==> config.mk <==
export PLATFORM = sky130hd
export DESIGN_NAME = qpu_event_timing_ctrl
export DESIGN_NICKNAME = d
export VERILOG_FILES = /design/src/rtl/qpu_event_timing_ctrl.sv
export SDC_FILE = /design/constraint.sdc
export NUM_CORES = 1
export LEC_CHECK = 0
export CAP_MARGIN = 20
export CORE_UTILIZATION = 60
export CTS_CLUSTER_SIZE = 25
export DETAILED_ROUTE_END_ITERATION = 6
export HOLD_SLACK_MARGIN = 0.15
export PLACE_DENSITY_LB_ADDON = 0.3
export SYNTH_ARGS = -nofsm -noshare
export SYNTH_HDL_FRONTEND = slang
export SYNTH_SLANG_ARGS = --single-unit
==> constraint.sdc <==
create_clock -name clk -period 14.4 [get_ports clk]
set_input_delay 1.44 -clock clk [delete_from_list [all_inputs] [get_ports clk]]
set_output_delay 1.44 -clock clk [all_outputs]
set_load 0.05 [all_outputs]
==> src/rtl/qpu_event_timing_ctrl.sv <==
// QPU trigger receiver: owns the time base, buffers timestamped events per channel
// and issues each codeword when its timestamp matches. Option: QPU_EVENT_LATE_DROP_EN.

module qpu_event_timing_ctrl_chan #(
   parameter int TIME_WIDTH = 32,
   parameter int CW_WIDTH   = 16,
   parameter int FIFO_DEPTH = 4
)(
   input  logic                  clk,
   input  logic                  rst,
   input  logic                  ena,
   input  logic                  clr,
   input  logic [TIME_WIDTH-1:0] cnt,
   input  logic                  wr_valid,
   input  logic [TIME_WIDTH+CW_WIDTH-1:0] wr_data,
   output logic                  issue_valid,
   output logic [CW_WIDTH-1:0]   issue_cw,
   output logic                  pending,
   output logic                  overflow,
   output logic                  late
);
   localparam int AW = $clog2(FIFO_DEPTH);
   localparam int EW = TIME_WIDTH + CW_WIDTH;

   logic [EW-1:0]         mem [FIFO_DEPTH];
   logic [AW:0]           wr_ptr, rd_ptr;
   logic                  empty, full;
   logic [EW-1:0]         head;
   logic [TIME_WIDTH-1:0] delta;
   logic                  chk, hit, is_late, pop, push, ovf_set, issue;

   // Extra MSB on the pointers separates full from empty when the indices match.
   assign empty   = (wr_ptr == rd_ptr);
   assign full    = (wr_ptr[AW] != rd_ptr[AW]) && (wr_ptr[AW-1:0] == rd_ptr[AW-1:0]);
   assign head    = mem[rd_ptr[AW-1:0]];
   assign delta   = head[EW-1:CW_WIDTH] - cnt;
   assign chk     = ena && !empty;
   assign hit     = chk && (delta == '0);
   assign is_late = chk && delta[TIME_WIDTH-1];
   assign pop     = hit || is_late;
   assign push    = wr_valid && (!full || pop);
   assign ovf_set = wr_valid && full && !pop;
`ifdef QPU_EVENT_LATE_DROP_EN
   assign issue   = hit;
`else
   assign issue   = pop;
`endif
   assign pending = !empty;

   always_ff @(posedge clk) begin
      if (push) mem[wr_ptr[AW-1:0]] <= wr_data;
   end

   always_ff @(posedge clk) begin
      if (rst) begin
         wr_ptr      <= '0;
         rd_ptr      <= '0;
         issue_valid <= 1'b0;
         issue_cw    <= '0;
         overflow    <= 1'b0;
         late        <= 1'b0;
      end else begin
         if (push) wr_ptr <= wr_ptr + 1'b1;
         if (pop)  rd_ptr <= rd_ptr + 1'b1;
         issue_valid <= issue;
         if (issue) issue_cw <= head[CW_WIDTH-1:0];
         // A set in the same cycle as a clear wins.
         overflow <= ovf_set || (overflow && !clr);
         late     <= is_late || (late && !clr);
      end
   end
endmodule

module qpu_event_timing_ctrl #(
   parameter int EVENT_NUM  = 4,
   parameter int TIME_WIDTH = 32,
   parameter int CW_WIDTH   = 16,
   parameter int FIFO_DEPTH = 4
)(
   input  logic                                   clk,
   input  logic                                   rst,
   input  logic                                   trigger_i_clk_ena,
   output logic [TIME_WIDTH-1:0]                  trigger_o_clk,
   input  logic [EVENT_NUM*(TIME_WIDTH+CW_WIDTH)-1:0] trigger_i_data,
   input  logic [EVENT_NUM-1:0]                   trigger_i_valid,
   output logic [EVENT_NUM*CW_WIDTH-1:0]          awg_o_codeword,
   output logic [EVENT_NUM-1:0]                   awg_o_valid,
   output logic [EVENT_NUM-1:0]                   sts_o_pending,
   output logic [EVENT_NUM-1:0]                   sts_o_overflow,
   output logic [EVENT_NUM-1:0]                   sts_o_late,
   input  logic                                   sts_i_clr
);
   localparam int EW = TIME_WIDTH + CW_WIDTH;

   logic [TIME_WIDTH-1:0] cnt;

   always_ff @(posedge clk) begin
      if (rst || sts_i_clr)   cnt <= '0;
      else if (trigger_i_clk_ena) cnt <= cnt + 1'b1;
   end

   assign trigger_o_clk = cnt;

   for (genvar i = 0; i < EVENT_NUM; i++) begin : g_ch
      qpu_event_timing_ctrl_chan #(
         .TIME_WIDTH (TIME_WIDTH),
         .CW_WIDTH   (CW_WIDTH),
         .FIFO_DEPTH (FIFO_DEPTH)
      ) u_ch (
         .clk         (clk),
         .rst         (rst),
         .ena         (trigger_i_clk_ena),
         .clr         (sts_i_clr),
         .cnt         (cnt),
         .wr_valid    (trigger_i_valid[i]),
         .wr_data     (trigger_i_data[i*EW +: EW]),
         .issue_valid (awg_o_valid[i]),
         .issue_cw    (awg_o_codeword[i*CW_WIDTH +: CW_WIDTH]),
         .pending     (sts_o_pending[i]),
         .overflow    (sts_o_overflow[i]),
         .late        (sts_o_late[i])
      );
   end
endmodule

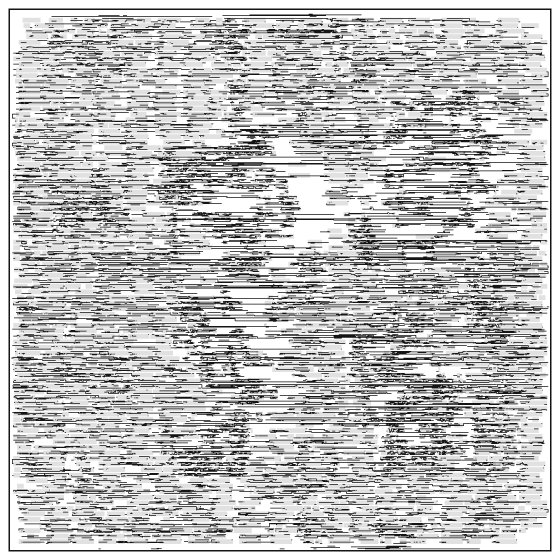
(run_1/m1.png)
Cells faint in the background.
- nets with wire on the layer: 3,345
- main direction: horizontal
- share of all routed wire: 40%
- longest straight run: 137 um
- wire length on this layer: 43.8 mm

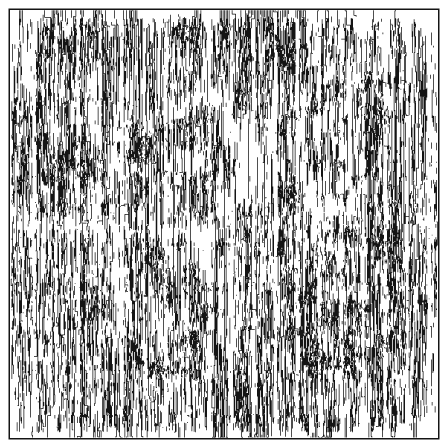
(run_1/m2.png)
- main direction: vertical
- nets with wire on the layer: 3,173
- wire length on this layer: 52.3 mm
- share of all routed wire: 48%

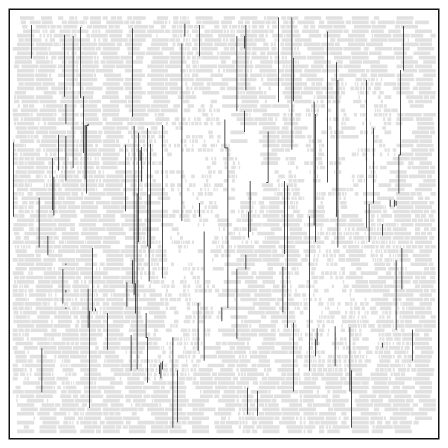
(run_1/m4.png)
Cells faint in the background.
- nets with wire on the layer: 66
- main direction: vertical
- longest straight run: 110 um
- wire length on this layer: 3,650 um

==> results.cfg, run 1 <==
; flow metrics
[run_status]
run_status = complete, no violations

[placed_design]
gp_congestion = 0.924
io_buffers = 311

[finish]
final_common_cell = edfxtp_1
final_nets = 3509

[min_path]
worst_hold_path_type = flip-flop to flip-flop
min_from = g_ch[0].u_ch.issue_cw[8]
whs_path_depth = 2
hold_worst_path_end = g_ch[0].u_ch.issue_cw[8]

[pwr]
clock_power_share = 0.317
vdd_drop_max_v = 0.000154
switching_power_mw = 2.27
power.static_leakage_nw = 15.8
share_seq_of_total_power = 0.422

[timing]
slew-limit-headroom = 0.293
min_period_ps = 7000
final-hold-violation-count = 0
clock_skew_ps = 36.1
setup-violations-final = 0
setup_total_negative_slack_ps = 0
timing_worst_slew_pin_value_ps = 1060
fin_crit_sh = 0.486

[logic_synthesis]
synth_area_leader_cell = edfxtp_1
synth-edff-count = 768
mappedNetlistNets = 3217
synth.ff_latch_count = 908
synth-seq-area-share = 0.625
synth.lib_cells_used.distinct = 103
largest_type_area_fraction = 0.557
synthesis.area_per_instance_um2 = 14.4

[detailed_routing]
met2RoutedLength_um = 52300
initial_detailed_routing_violation_count = 2856
top_layer = met5
wl_um = 110000
wl_per_cell_um = 26.7
num_vias = 27000
dr_wl_met3_um = 9910
vias_per_instance = 6.57
first_pass_iters = 6

[global_routing]
grt_first_pass_wirelength_um = 164000
grtUsageTotal = 0.313
overflow = 0
antenna_found_initial = 6

[setup_path]
cp.arrival_ps = 7270
critPathMaxFanout = 48
timing.rr.end = g_ch[3].u_ch.mem[2][32]
worst-setup-path-type = flip-flop to flip-flop
timing.reg2reg.setup_slack_ps = 7400
critPathRequiredTime_ps = 14670

[floorplan]
core-area_um2 = 67800
floorplan.initialDensity = 0.611
io-pin-count = 312
fp.dieW_um = 265
fp.dieArea_um2 = 70100

[cts]
total_setup_buffers_inserted_after_cts = 0
clock-root-buffer = clkbuf_16
clock_latency_ps = 670
cts-buffers-inserted = 88
cts_resized = 0

[flow_run]
tool_warnings = 38
[run 1: power by group through the flow]
stage | sequential (mW) | clock, mW | combinational, mW
after floorplan | 3.27 | 0 | 1.33
after global placement | 3.21 | 0 | 1.90
after detailed placement | 3.23 | 0 | 1.92
after CTS | 3.17 | 2.41 | 1.94
after global routing | 3.19 | 2.51 | 2.11
final | 3.17 | 2.38 | 1.96
[run 1: routing by layer]
layer / GRT usage / vias up
met5: 0 / -
met4: 0.103 / 6
met3: 0.0590 / 219
met2: 0.506 / 1317
met1: 0.433 / 13600
li1: - / 11900
[run 1: sequential cells by signal (all words and copies together), names as in the netlist, named ones only]
| signal | flops |
|---|---|
| g_ch.u_ch.mem | 768 |
| g_ch.u_ch.issue_cw | 64 |
| trigger_o_clk | 32 |
| g_ch.u_ch.rd_ptr | 12 |
| g_ch.u_ch.wr_ptr | 12 |
| g_ch.u_ch.issue_valid | 4 |
| g_ch.u_ch.late | 4 |
| g_ch.u_ch.overflow | 4 |
[run 1: cells by family after synthesis]
kind of cell             Yosys count  synth area share
buffers and inverters            236            0.0250
XOR/XNOR                          94            0.0199
AND-OR/OR-AND                    621            0.0975
AND/OR/NAND/NOR                  653            0.0789
flip-flops                       908             0.625
multiplexers                     215             0.110
adder cells (fa/ha/maj)          145            0.0438
[run 1: synth_stat cells, drive strengths merged, types with 23 or more instances]
library cell  count
ha              145
nand3           102
nor2b            23
o21ai           141
buf              68
mux4            192
clkbuf           79
nand4            38
xnor2            69
xor2             25
nor3             43
dfxtp           140
o21a             30
nand2           160
edfxtp          768
a21o             44
nor2            140
nand2b           28
inv              89
a21oi           216
[run 1: critical path, stage by stage (launching register included)]
cell and delay [ps]:
dfxtp_4 1000, mux4_2 610, ha_1 310, nor2b_1 160, o31a_1 320, o21a_1 280, a21oi_1 420, xnor2_1 180
nand4_1 110, or4_1 410, nor4_1 600, and4_1 840, nor2_1 450, a21oi_4 270, buf_4 630
[run 1: final cells by class]
class                   count  area, um2
flip-flops and latches    908      25900
fillers                  4323      19400
multi-input cells        1728      14600
repair buffers            349       3400
clock buffers             123       2500
well taps                 873       1090
clock inverters            39        524
inverters                  89        334
diodes                      7       17.5
[run 1: worst max path at each step]
stage / startpoint / endpoint / slack, ps / cells past startpoint
final: flip-flop / g_ch[3].u_ch.mem[2][32] / 7400 / 14
after detailed placement: flip-flop / g_ch[3].u_ch.mem[2][31] / 7520 / 14
after global placement: flip-flop / g_ch[3].u_ch.mem[3][31] / 7650 / 14
after global routing: flip-flop / g_ch[3].u_ch.mem[1][38] / 7010 / 14
after CTS: flip-flop / g_ch[3].u_ch.mem[2][23] / 7390 / 14
after floorplan: flip-flop / g_ch[2].u_ch.mem[0][0] / 6950 / 16
[run 1: metrics by stage]
stage	setup slack, ps	total power [mW]	std cells	cell area, um2	hold slack (ps)
detailed placement	7520	5.15	3945	45300	446
global placement	7650	5.11	3945	45300	440
CTS	7390	7.52	4107	48300	457
floorplan	6950	4.59	2872	41400	441
finish	7400	7.51	4116	48400	457
global route	7010	7.80	4111	48400	480
==> inputs of run 2 (changes only) <==
Settings changed: CORE_UTILIZATION 60 to 59.
Clock period 14.4 ns to 6.61 ns, I/O delays scaled along.
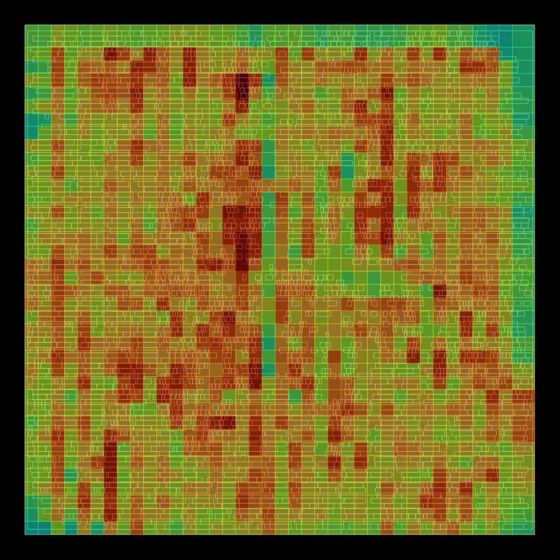
(run_2/congestion_map.png)
Most Crowded Layer GR: met2
combined global-route utilization of all metal layers: 0.307
met1 usage: 0.417
GR met3 Demand/Resource: 0.0594

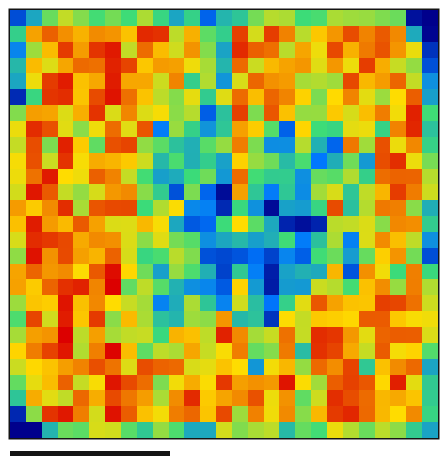
(run_2/util_map.png)
The bar under the picture is 100 um long. The die is cut into 27 by 27 equal tiles; dark blue is low, red is high, 0 to 100% covered.
- fullest tile: 100%
- nearly empty tiles: 0.50%
- mean over tiles: 67%
- emptiest ninth of the die: center
- tiles over 75% full: 44%

==> run 2 against run 1 <==
Against the previous run:
- setup slack got worse by 6400 ps
- first-iteration DRC count increased by 3.5%
- register-to-register slack got worse by 6400 ps
- clock power increased by 120%
- synthesized cell count unchanged
- sequential share of layout area decreased by 0.44 points
- global-route usage decreased by 0.63 points
- critical path type unchanged
- largest power group unchanged
==> results.cfg, run 2 <==
; flow metrics
[timing]
setup_total_negative_slack_ps = 0
whs_ps = 459
setup-violations-final = 0
maxClockFrequency_mhz = 178
final-hold-violation-count = 0
min_period_ps = 5630
timing_worst_slew_pin_value_ps = 970
fin_crit_sh = 0.851
clock_skew_ps = 22.9
slew-limit-headroom = 0.352

[logic_synthesis]
mappedNetlistNets = 3217
synth-seq-area-share = 0.625
largest_type_area_fraction = 0.557
synthesis.area_per_instance_um2 = 14.4
synth.comb.largest_family = multiplexers
top_cell = edfxtp_1
fa_ha_maj_cells_area_fraction = 0.0438
synthXorXnorAreaFrac = 0.0199
synth_area_leader_cell = edfxtp_1
synth.lib_cells_used.distinct = 103
synth.ff_latch_count = 908
mux_area_frac = 0.110
synth-edff-count = 768
compound_area_frac = 0.0975
synth.top_cells.by_count = edfxtp_1, a21oi_1, mux4_2, nand2_1, ha_1
yosys.area_share.simple = 0.0789

[flow_run]
tool_warnings = 39
cap_viol_max_count = 0

[detailed_routing]
vias_per_instance = 6.40
initial_detailed_routing_violation_count = 2957
wl_per_cell_um = 26.0
wl_um = 109000
num_vias = 26900
first_pass_iters = 6

[cts]
cts_resized = 0
total_setup_buffers_inserted_after_cts = 0
clock-root-buffer = clkbuf_16
tritoncts = built
clock_latency_ps = 660
cts-buffers-inserted = 90

[placed_design]
detailedPlacementHpwl_um = 73200
gp_congestion = 0.951
io_buffers = 311

[pwr]
power.static_leakage_nw = 16.0
vdd_drop_max_v = 0.000297
power_mw = 16.4
power.density_nw_per_um2 = 336

[finish]
register_area_um2 = 25900
fillCellCount = 4425
largest_reg_flops = 768
mi_logic_area_um2 = 14600
final_common_cell = edfxtp_1

[global_routing]
grt_first_pass_wirelength_um = 162000
antenna_found_initial = 5
grtUsageMet2 = 0.501
overflow = 0

[setup_path]
worst-setup-path-type = flip-flop to flip-flop
cp.arrival_ps = 5970
endpoint_kind = flip-flop
critPathRequiredTime_ps = 6950
critPathMaxFanout = 22

[run_status]
run_status = complete, no violations

[floorplan]
fp.dieArea_um2 = 71200
fp.dieW_um = 267
io-pin-count = 312
core-area_um2 = 69100
placement_rows = 96
floorplan.initialDensity = 0.600

[min_path]
worst_hold_path_type = flip-flop to flip-flop
[run 2: cell counts after synthesis]
No cell type changed its count.
[run 2: report_power, final]
group,switching (mW),total (mW),internal [mW]
clock,2.20,5.19,2.99
combinational,2.54,4.31,1.76
sequential,0.244,6.92,6.67
[run 2: logic make-up after synthesis]
group                      count (synthesis)
AOI/OAI and AO/OA                        621
xor gates and xnor gates                  94
adders and majority gates                145
buffers and inverters                    236
DFF                                      908
muxes                                    215
and+or+nand+nor                          653
[run 2: final cells by class]
| cell class | instances | share of cell area |
|---|---|---|
| diodes | 6 | 0.000308 |
| clock buffers | 119 | 0.0502 |
| clock inverters | 48 | 0.0117 |
| inverters | 89 | 0.00685 |
| multi-input cells | 1728 | 0.300 |
| flip-flops and latches | 908 | 0.531 |
| well taps | 931 | 0.0239 |
| repair buffers | 369 | 0.0768 |
[run 2: final timing paths]
kind | slack, ps | cells past startpoint | end | startpoint
max reg2reg | 980 | 15 | g_ch[0].u_ch.mem[1][0] | flip-flop
min | 460 | 2 | g_ch[2].u_ch.overflow | g_ch[2].u_ch.overflow
max | 980 | 15 | g_ch[0].u_ch.mem[1][0] | flip-flop
min reg2reg | 460 | 2 | g_ch[2].u_ch.overflow | g_ch[2].u_ch.overflow
[run 2: routing by layer]
layer | wire [um] | share of wire
met5 | 0 | 0
met3 | 8510 | 0.078
met4 | 3470 | 0.032
met1 | 44100 | 0.40
met2 | 53100 | 0.49
[run 2: worst max-delay path, cell delays in order, from the launching register on]
cell	delay, ps
dfxtp_4	570
buf_12	270
mux4_2	560
ha_1	400
a211oi_1	110
o21bai_1	300
o21a_1	180
a21boi_0	350
o2111ai_1	280
and2_1	250
a211o_1	300
mux2i_1	490
o21ai_0	400
nand2_1	200
and2_2	320
buf_4	310
[run 2: through the flow]
step	setup slack [ps]	std cells	area (um2)
after floorplan	-837	2872	41400
after global placement	1080	4023	45700
after detailed placement	1010	4023	45700
after CTS	961	4190	48700
after global routing	596	4195	48800
final	984	4198	48800
No activity file was given, so power comes from the tool's default toggle rates.
